### config.mk
export PLATFORM = sky130hd
export DESIGN_NAME = muldiv_issue_ctrl
export DESIGN_NICKNAME = d
export VERILOG_FILES = /design/src/rtl/muldiv_pkg.sv /design/src/rtl/hilo_regs.sv /design/src/rtl/muldiv_issue_ctrl.sv
export SDC_FILE = /design/constraint.sdc
export NUM_CORES = 1
export LEC_CHECK = 0
export CAP_MARGIN = 20
export CELL_PAD_IN_SITES_DETAIL_PLACEMENT = 0
export CELL_PAD_IN_SITES_GLOBAL_PLACEMENT = 2
export CORE_MARGIN = 10
export CORE_UTILIZATION = 27
export DETAILED_ROUTE_END_ITERATION = 10
export PLACE_DENSITY_LB_ADDON = 0.2
export SYNTH_ARGS = -nofsm -noshare
export SYNTH_HDL_FRONTEND = slang
export SYNTH_HIERARCHICAL = 1
export SYNTH_SLANG_ARGS = --single-unit
### constraint.sdc
create_clock -name clk -period 6.2 [get_ports clk]
set_input_delay 1.24 -clock clk [delete_from_list [all_inputs] [get_ports clk]]
set_output_delay 1.24 -clock clk [all_outputs]
set_load 0.02 [all_outputs]
### src/rtl/muldiv_pkg.sv
// Shared definitions for the MULT/DIV issue controller: op encodings, FSM states,
// default core latencies and a small helper for sizing the latency counter.
package muldiv_pkg;

  localparam logic [2:0] OP_MULT   = 3'b001;
  localparam logic [2:0] OP_DIV    = 3'b010;
  localparam logic [2:0] OP_MTHI   = 3'b011;
  localparam logic [2:0] OP_MTLO   = 3'b100;
  localparam logic [2:0] OP_CANCEL = 3'b101;

  localparam int unsigned MULT_LAT_DEF = 35;
  localparam int unsigned DIV_LAT_DEF  = 35;

  typedef enum logic [1:0] {
    IDLE,
    LAUNCH,
    WAIT,
    CAPTURE
  } state_e;

  function automatic int unsigned max_u(input int unsigned a, input int unsigned b);
    return (a > b) ? a : b;
  endfunction

endpackage

### src/rtl/hilo_regs.sv
// Architectural HI/LO register pair: independent MTHI/MTLO writes plus a joint
// capture write from the finishing core. Capture wins if both are asserted.
module hilo_regs (
  input  logic        clk,
  input  logic        rst,
  input  logic        hi_we,
  input  logic [31:0] hi_wd,
  input  logic        lo_we,
  input  logic [31:0] lo_wd,
  input  logic        cap_we,
  input  logic [31:0] cap_hi,
  input  logic [31:0] cap_lo,
  output logic [31:0] hi,
  output logic [31:0] lo
);

  logic [31:0] hi_q, hi_d;
  logic [31:0] lo_q, lo_d;

  always_comb begin
    hi_d = hi_q;
    lo_d = lo_q;
    if (cap_we) begin
      hi_d = cap_hi;
      lo_d = cap_lo;
    end else begin
      if (hi_we) hi_d = hi_wd;
      if (lo_we) lo_d = lo_wd;
    end
  end

  // NOTE: HI/LO are architectural state that software may read right after reset,
  // so they are reset to zero rather than left as uninitialised storage.
  always_ff @(posedge clk or posedge rst) begin
    if (rst) begin
      hi_q <= '0;
      lo_q <= '0;
    end else begin
      hi_q <= hi_d;
      lo_q <= lo_d;
    end
  end

  assign hi = hi_q;
  assign lo = lo_q;

endmodule

### src/rtl/muldiv_issue_ctrl.sv
// Issue/retire controller for the multi-cycle MULT and DIV cores.
// Optional feature: define DIV0_TRAP_EN to trap DIV by zero instead of launching it.
module muldiv_issue_ctrl
  import muldiv_pkg::*;
#(
  parameter int unsigned MULT_LAT = MULT_LAT_DEF,
  parameter int unsigned DIV_LAT  = DIV_LAT_DEF
) (
  input  logic        clk,
  input  logic        rst,
  input  logic        op_valid,
  input  logic [2:0]  op_code,
  input  logic [31:0] rs_val,
  input  logic [31:0] rt_val,
  input  logic        rd_req,
  output logic        busy,
  output logic        stall,
  output logic        done,
  output logic        op_err,
  output logic        div0,
  output logic [31:0] mult_a,
  output logic [31:0] mult_b,
  output logic        mult_init,
  output logic        mult_stop,
  input  logic [31:0] mult_hi,
  input  logic [31:0] mult_lo,
  output logic [31:0] div_a,
  output logic [31:0] div_b,
  output logic        div_init,
  output logic        div_stop,
  input  logic [31:0] div_hi,
  input  logic [31:0] div_lo,
  output logic [31:0] hi,
  output logic [31:0] lo
);

  localparam int unsigned CNT_W = $clog2(max_u(MULT_LAT, DIV_LAT) + 1);
  localparam logic [CNT_W-1:0] MULT_CNT_INIT = CNT_W'(MULT_LAT - 1);
  localparam logic [CNT_W-1:0] DIV_CNT_INIT  = CNT_W'(DIV_LAT - 1);

  state_e           state_q, state_d;
  logic [CNT_W-1:0] cnt_q, cnt_d;
  logic             sel_div_q, sel_div_d;
  logic [31:0]      mult_a_q, mult_a_d, mult_b_q, mult_b_d;
  logic [31:0]      div_a_q, div_a_d, div_b_q, div_b_d;
  logic             done_q, done_d;
  logic             op_err_q, op_err_d;
  logic             stop_q, stop_d;
`ifdef DIV0_TRAP_EN
  logic             div0_q, div0_d;
`endif

  logic is_cancel, is_real_op;
  logic hi_we, lo_we, cap_we;

  assign is_cancel  = op_valid && (op_code == OP_CANCEL);
  assign is_real_op = op_valid && (op_code inside {OP_MULT, OP_DIV, OP_MTHI, OP_MTLO});

  // NOTE: every signal driven here gets a default first, so no path leaves it
  // unassigned and no latch is inferred.
  always_comb begin
    state_d   = state_q;
    cnt_d     = cnt_q;
    sel_div_d = sel_div_q;
    mult_a_d  = mult_a_q;
    mult_b_d  = mult_b_q;
    div_a_d   = div_a_q;
    div_b_d   = div_b_q;
    done_d    = 1'b0;
    op_err_d  = 1'b0;
    stop_d    = 1'b0;
`ifdef DIV0_TRAP_EN
    div0_d    = 1'b0;
`endif
    hi_we     = 1'b0;
    lo_we     = 1'b0;
    cap_we    = 1'b0;

    unique case (state_q)
      IDLE: begin
        if (op_valid) begin
          case (op_code)
            OP_MULT: begin
              mult_a_d  = rs_val;
              mult_b_d  = rt_val;
              sel_div_d = 1'b0;
              state_d   = LAUNCH;
            end
            OP_DIV: begin
`ifdef DIV0_TRAP_EN
              if (rt_val == '0) begin
                div0_d = 1'b1;
              end else
`endif
              begin
                div_a_d   = rs_val;
                div_b_d   = rt_val;
                sel_div_d = 1'b1;
                state_d   = LAUNCH;
              end
            end
            OP_MTHI: hi_we = 1'b1;
            OP_MTLO: lo_we = 1'b1;
            default: ;
          endcase
        end
      end
      LAUNCH: begin
        cnt_d   = sel_div_q ? DIV_CNT_INIT : MULT_CNT_INIT;
        state_d = WAIT;
      end
      WAIT: begin
        if (cnt_q == '0) state_d = CAPTURE;
        else             cnt_d   = cnt_q - 1'b1;
      end
      CAPTURE: begin
        cap_we  = 1'b1;
        done_d  = 1'b1;
        state_d = IDLE;
      end
      default: state_d = IDLE;
    endcase

    // A cancel overrides whatever the in-flight state would have done this cycle.
    if (state_q != IDLE) begin
      if (is_cancel) begin
        stop_d  = 1'b1;
        cap_we  = 1'b0;
        done_d  = 1'b0;
        cnt_d   = '0;
        state_d = IDLE;
      end else if (is_real_op) begin
        op_err_d = 1'b1;
      end
    end
  end

  // NOTE: state registers use non-blocking assignments so all flops update from
  // the same pre-edge values.
  always_ff @(posedge clk or posedge rst) begin
    if (rst) begin
      state_q   <= IDLE;
      cnt_q     <= '0;
      sel_div_q <= 1'b0;
      mult_a_q  <= '0;
      mult_b_q  <= '0;
      div_a_q   <= '0;
      div_b_q   <= '0;
      done_q    <= 1'b0;
      op_err_q  <= 1'b0;
      stop_q    <= 1'b0;
`ifdef DIV0_TRAP_EN
      div0_q    <= 1'b0;
`endif
    end else begin
      state_q   <= state_d;
      cnt_q     <= cnt_d;
      sel_div_q <= sel_div_d;
      mult_a_q  <= mult_a_d;
      mult_b_q  <= mult_b_d;
      div_a_q   <= div_a_d;
      div_b_q   <= div_b_d;
      done_q    <= done_d;
      op_err_q  <= op_err_d;
      stop_q    <= stop_d;
`ifdef DIV0_TRAP_EN
      div0_q    <= div0_d;
`endif
    end
  end

  hilo_regs u_hilo_regs (
    .clk    (clk),
    .rst    (rst),
    .hi_we  (hi_we),
    .hi_wd  (rs_val),
    .lo_we  (lo_we),
    .lo_wd  (rs_val),
    .cap_we (cap_we),
    .cap_hi (sel_div_q ? div_hi : mult_hi),
    .cap_lo (sel_div_q ? div_lo : mult_lo),
    .hi     (hi),
    .lo     (lo)
  );

  assign busy      = (state_q != IDLE);
  assign stall     = rd_req & busy;
  assign done      = done_q;
  assign op_err    = op_err_q;
`ifdef DIV0_TRAP_EN
  assign div0      = div0_q;
`else
  assign div0      = 1'b0;
`endif
  assign mult_a    = mult_a_q;
  assign mult_b    = mult_b_q;
  assign div_a     = div_a_q;
  assign div_b     = div_b_q;
  assign mult_init = (state_q == LAUNCH) && !sel_div_q;
  assign div_init  = (state_q == LAUNCH) &&  sel_div_q;
  assign mult_stop = stop_q && !sel_div_q;
  assign div_stop  = stop_q &&  sel_div_q;

endmodule

Figure 1. Routed metal, one colour a layer.
Two of the layers only.
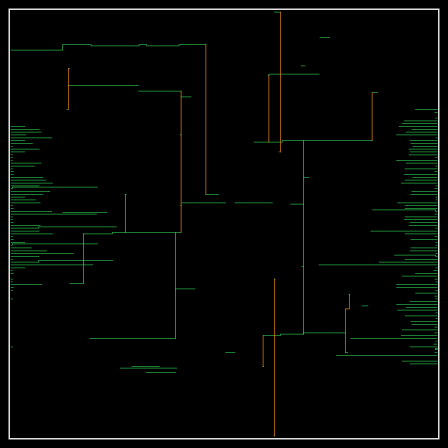
legend:
  met4:
    colour: orange
    wire_length: 589 um
  met3:
    colour: green
    wire_length: 2300 um
wire length per cell: 21.7 um
total track usage: 0.154

Figure 2. Routing congestion map.
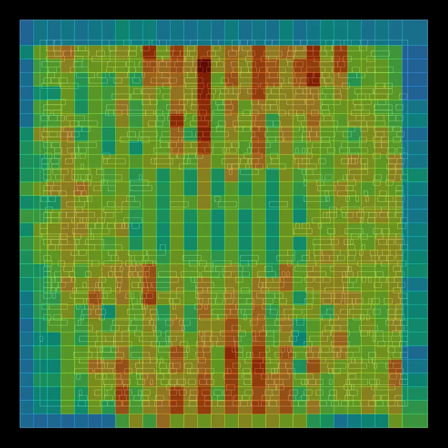
Global Route met2 Usage: 0.272
met1 Resource Use GR: 0.183
global routing usage on met3: 0.0414
grt peak-use layer: met2
Core Util, Final: 0.419

Figure 3. Clock network drawn from the DEF.
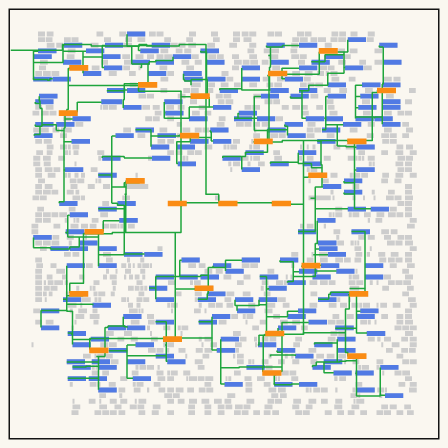
legend:
  cells driving clock nets:
    colour: orange
    count: 25
  clock wires:
    colour: green
    length: 3140 um
  flip-flops:
    colour: blue
    count: 204
flops lie: widely spread
routed clock nets: 26

Figure 4. Placed cells, one colour a class.
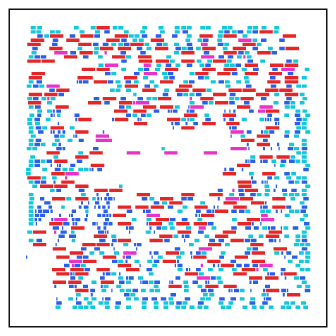
legend:
  all other logic:
    colour: blue
    cells: 458
    share_of_their_area: 28%
  other buffers and delay cells:
    colour: cyan
    cells: 407
    share_of_their_area: 29%
  clock drivers and dummy loads:
    colour: magenta
    cells: 44
    share_of_their_area: 5.8%
  flip-flops:
    colour: red
    cells: 204
    share_of_their_area: 37%

==> reports/metrics.yaml <==
h-tree-depth: 1
numSynthFlops: 204
design_area_sq_um: 14400
nFlopsAndLatches: 204
required_ns: 4.96
worstSetupPathType: "in2out"
pre_cts_slack_ns: 2.42
critPathTopFamily: "buffers and inverters"
ys_warn_count: 6
status: "finished, final reports clean"
routed_via_density: 4.43
yosys_cells: 709
aoi_share: 0.0493
coreArea_sq_um: 34400
die_area_sq_um: 42400
holdPathStages: 1
rows: 68
topCombFamilyByArea: "multiplexers"
powerClk_mw: 1.43
drive_gt1_frac: 0.102
n_antenna_cell: 1
power_switching_mw: 2.74
ys_types: 46
synth_top_cell_by_count: "dfrtp_1"
clk_latency_ns: 0.51
buffer_area_frac: 0.281
ctsLongestPathBuffers: 3
ys_sh_mux: 0.300
crit_slowest_cell: "clkdlybuf4s50_1"
die_x_um: 206
synth_nets: 914
end_kind: "primary output"
mi_logic_area_sq_um: 3830
timing.critical_path.mode_cell: "clkdlybuf4s50_1"
clkPwrFrac: 0.197
place_congestion: 0.753
die_y_um: 206
power_mw: 7.30
seqCellArea_sq_um: 5110
hold_path_end: "div_a[21]"
hold_viol: 0
fmax_mhz: 272
placed_area_sq_um: 13600
netlist_area_sq_um: 9340
r2r_start: "state_q[0]"
synth_top_cell_by_area: "dfrtp_1"
